===== src/rtl/board_ram.sv =====
// Single-clock board-state RAM with a hardware clear sweep, registered reads,
// write-first collision handling and out-of-range address detection.
module board_ram #(
    parameter int unsigned           DATA_WIDTH  = 16,
    parameter int unsigned           ADDR_WIDTH  = 8,
    parameter int unsigned           DEPTH       = 256,
    parameter logic [DATA_WIDTH-1:0] CLEAR_VALUE = '0
) (
    input  logic                  clock,
    input  logic                  reset_n,
    input  logic                  clear,
    input  logic                  write_enable,
    input  logic [ADDR_WIDTH-1:0] write_address,
    input  logic [DATA_WIDTH-1:0] d_in,
    input  logic                  read_enable,
    input  logic [ADDR_WIDTH-1:0] read_address,
    output logic [DATA_WIDTH-1:0] d_out,
    output logic                  d_valid,
    output logic                  busy,
    output logic                  addr_error
);

    localparam int unsigned           IdxW      = (DEPTH > 1) ? $clog2(DEPTH) : 1;
    localparam logic [ADDR_WIDTH-1:0] LastPtr   = ADDR_WIDTH'(DEPTH - 1);
    localparam logic [ADDR_WIDTH:0]   DepthCmp  = (ADDR_WIDTH + 1)'(DEPTH);

    typedef enum logic {StClear, StIdle} state_e;

    state_e                r_state;
    state_e                w_state_next;
    logic [ADDR_WIDTH-1:0] r_ptr;
    logic [ADDR_WIDTH-1:0] w_ptr_next;
    logic [DATA_WIDTH-1:0] r_dout;
    logic [DATA_WIDTH-1:0] w_dout_next;
    logic                  r_valid;
    logic                  w_valid_next;
    logic                  r_err;
    logic                  w_err_next;

    logic [DATA_WIDTH-1:0] r_mem [DEPTH];

    logic                  w_mem_we;
    logic [IdxW-1:0]       w_mem_idx;
    logic [DATA_WIDTH-1:0] w_mem_data;

    logic                  w_wr_oor;
    logic                  w_rd_oor;
    logic                  w_wr_ok;
    logic [IdxW-1:0]       w_wr_idx;
    logic [IdxW-1:0]       w_rd_idx;

    // Comparison is one bit wider so DEPTH == 2**ADDR_WIDTH never flags an error.
    assign w_wr_oor = ({1'b0, write_address} >= DepthCmp);
    assign w_rd_oor = ({1'b0, read_address} >= DepthCmp);
    assign w_wr_ok  = write_enable && !w_wr_oor;
    assign w_wr_idx = write_address[IdxW-1:0];
    assign w_rd_idx = read_address[IdxW-1:0];

    always_comb begin
        w_state_next = r_state;
        w_ptr_next   = r_ptr;
        w_dout_next  = r_dout;
        w_valid_next = 1'b0;
        w_err_next   = 1'b0;
        w_mem_we     = 1'b0;
        w_mem_idx    = r_ptr[IdxW-1:0];
        w_mem_data   = CLEAR_VALUE;

        unique case (r_state)
            StClear: begin
                w_mem_we = 1'b1;
                if (r_ptr == LastPtr) begin
                    w_state_next = StIdle;
                    w_ptr_next   = '0;
                end else begin
                    w_ptr_next = r_ptr + 1'b1;
                end
            end
            StIdle: begin
                if (clear) begin
                    w_state_next = StClear;
                    w_ptr_next   = '0;
                end else begin
                    w_mem_we   = w_wr_ok;
                    w_mem_idx  = w_wr_idx;
                    w_mem_data = d_in;
                    w_err_next = (write_enable && w_wr_oor) || (read_enable && w_rd_oor);
                    if (read_enable) begin
                        w_valid_next = 1'b1;
                        if (w_rd_oor) begin
                            w_dout_next = '0;
                        end else if (w_wr_ok && (write_address == read_address)) begin
                            w_dout_next = d_in;
                        end else begin
                            w_dout_next = r_mem[w_rd_idx];
                        end
                    end
                end
            end
            default: begin
                w_state_next = StClear;
                w_ptr_next   = '0;
            end
        endcase
    end

    always_ff @(posedge clock) begin
        if (!reset_n) begin
            r_state <= StClear;
            r_ptr   <= '0;
            r_dout  <= '0;
            r_valid <= 1'b0;
            r_err   <= 1'b0;
        end else begin
            r_state <= w_state_next;
            r_ptr   <= w_ptr_next;
            r_dout  <= w_dout_next;
            r_valid <= w_valid_next;
            r_err   <= w_err_next;
        end
    end

    // Array has no reset; the sweep initialises it.
    always_ff @(posedge clock) begin
        if (reset_n && w_mem_we) begin
            r_mem[w_mem_idx] <= w_mem_data;
        end
    end

    assign d_out      = r_dout;
    assign d_valid    = r_valid;
    assign busy       = (r_state == StClear);
    assign addr_error = r_err;

endmodule

===== config.mk =====
export PLATFORM = sky130hd
export DESIGN_NAME = board_ram
export DESIGN_NICKNAME = d
export VERILOG_FILES = /design/src/rtl/board_ram.sv
export SDC_FILE = /design/constraint.sdc
export NUM_CORES = 2
export LEC_CHECK = 0
export CORE_ASPECT_RATIO = 2
export CORE_UTILIZATION = 36
export CTS_CLUSTER_SIZE = 16
export DETAILED_ROUTE_END_ITERATION = 6
export GPL_TIMING_DRIVEN = 0
export PLACE_DENSITY = 0.49
export SETUP_SLACK_MARGIN = 0.3
export SKIP_CTS_REPAIR_TIMING = 1
export SLEW_MARGIN = 15
export SYNTH_ARGS = -nofsm -noshare
export SYNTH_HDL_FRONTEND = slang
export SYNTH_SLANG_ARGS = --single-unit
export TNS_END_PERCENT = 10

===== constraint.sdc =====
create_clock -name clock -period 15.5 [get_ports clock]
set_input_delay 1.55 -clock clock [delete_from_list [all_inputs] [get_ports clock]]
set_output_delay 1.55 -clock clock [all_outputs]
set_load 0.01 [all_outputs]

==> flow_metrics.py <==
# Auto-generated metrics
metrics = {
    "cells_and_area": {
        "area_growth_pct": 19.2,
        "nonClockBufferCount": 828,
        "drive_above_1_share_pct": 30.7,
        "mostFrequentLayoutCells": "4096 x edfxtp_1, 983 x mux4_2, 381 x clkbuf_16, 349 x nand2_1, 251 x nor2_4",
        "ff_count": 4122,
        "num-clock-buffers": 445,
        "logic_area_sq_um": 35900,
        "finalInstanceArea_sq_um": 191000,
        "nNetsFinal": 8292,
        "n_all_inverters": 15,
    },
    "synthesis": {
        "yosys_area_sq_um": 160000,
        "ys_seq_share_pct": 77.2,
        "topCellsByArea": "edfxtp_1 77%, mux4_2 14%, mux2i_1 1.5%",
        "syn_inst": 7478,
        "synthesis.nets": 7516,
        "avgSynthCellArea_sq_um": 21.4,
        "edf_count": 4096,
        "synth.top_cell.area_share_pct": 76.9,
        "most_common_cell": "edfxtp_1",
        "largest_area_cell": "edfxtp_1",
    },
    "power": {
        "peakVddDrop_mv": 0.0915,
        "pwr-share-clk_pct": 42.4,
        "powerDensity_nw_per_um2": 125,
        "p_leak_nw": 65.6,
        "finalPower_mw": 23.9,
        "pwr-share-seq_pct": 50.6,
        "clock_power_mw": 10.1,
        "net-switching-power_mw": 5.91,
        "combPwrFrac_pct": 7.0,
    },
    "critical_path": {
        "critPathMostFrequentCell": "buf_4",
        "worstPathRequired_ns": 16.47,
        "critPathMaxFanout": 11,
        "endpoint": "d_out[4]",
        "reg2regPathDepth": 12,
        "path_buffers": 9,
        "cp_num_cells": 14,
    },
    "run": {
        "cap_violations": 0,
    },
    "placement": {
        "hpwl_microns": 646000,
        "place_area_sq_um": 178000,
        "io_buffers": 52,
    },
    "sta": {
        "final.setup.tns_ns": 0,
        "hold_viol_final": 0,
        "finalCriticalPeriod_ns": 8.81,
        "whs_ns": 0.625,
        "slew_viol_final": 0,
        "fin_crit_sh_pct": 56.9,
    },
    "clock_tree": {
        "ctsHtreeMaxLevel": 5,
        "clk_pin_slew_ns": 0.07,
        "cts_tree": "done",
        "cts_root_buffer": "clkbuf_16",
        "cts_buffers": 379,
    },
    "global_routing": {
        "antenna_found_initial": 138,
        "grt.busiest_layer": "met2",
        "track_usage_pct": 41.0,
        "grt_pass1_vias": 90100,
        "gr-total-overflow": 0,
    },
    "drt": {
        "viasPerCell": 6.74,
        "drt-initial-drc-count": 18000,
        "first_pass_iters": 7,
        "drc": 1,
    },
    "die": {
        "num_rows": 345,
        "fp_util_pct": 36.2,
        "tap_cells": 5899,
        "die_width_microns": 473,
        "die_y_microns": 945,
    },
    "run_status": {
        "failed_checks": "DRC",
        "status": "complete, but fails checks",
    },
    "min_path": {
        "whs_path_depth": 2,
        "hold_class": "reg2reg",
        "hold_start": "d_out[2]",
    },
}
[sequential cells by signal (all words and copies together) (netlist names)]
register	count
r_ptr	8
d_out	16
r_mem	4096
d_valid	1
r_state	1
[cells by family after synthesis]
kind of cell / count (synthesis) / share of synthesized area (%)
simple gates: 1049 / 2.87
compound gates: 589 / 2.56
mux: 1260 / 15.6
other cells: 1 / 0.00235
xor+xnor: 8 / 0.0438
flops: 4122 / 77.2
buf+inv: 448 / 1.67
fa+ha+maj: 1 / 0.00782
[worst min-delay path, cell delays in order, from the launching register on]
cell and delay (ns):
dfxtp_1 0.40, nand2_1 0.10, o211ai_1 0.07
[routing by layer]
layer / vias up / share of wire (%)
met5: - / 0.054
met4: 38 / 13
met3: 2796 / 9.9
met2: 8993 / 46
met1: 53400 / 31
li1: 33000 / -
**Signal wires on met1**

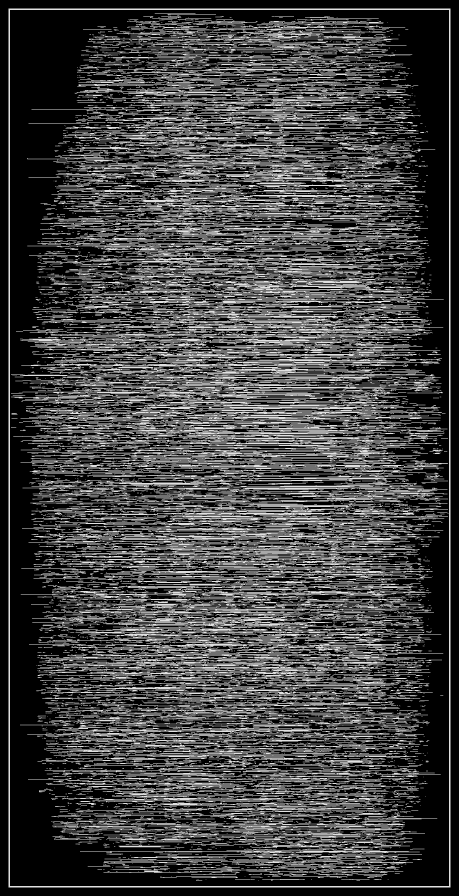
- wire length on this layer: 282 mm
- share of all routed wire: 31%
- main direction: horizontal
met1 Track Usage GR: 43.6%
via count: 98300
drt total wl: 920000 microns

**The metal 2 layer**

Scale bar: 100 microns.
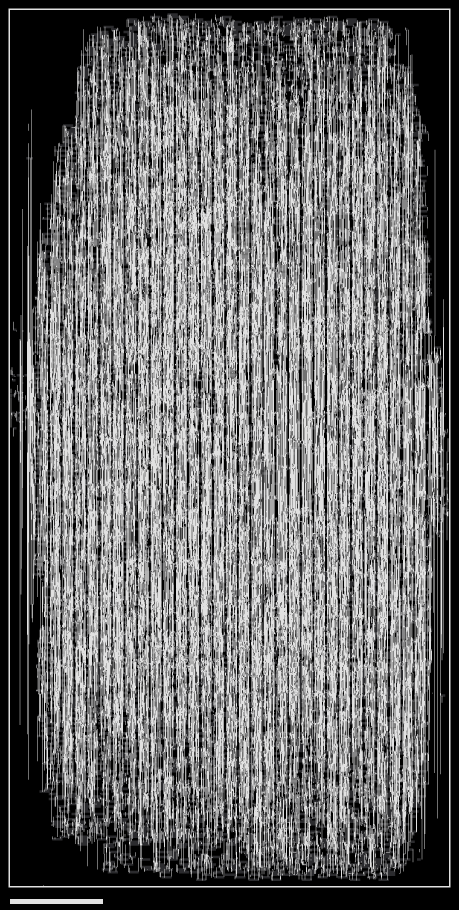
- share of all routed wire: 46%
- longest straight run: 419 microns
- nets with wire on the layer: 7692
- main direction: vertical
- wire length on this layer: 427 mm
met2 Use GR: 63.7%

Power and IR drop assume default switching activity.
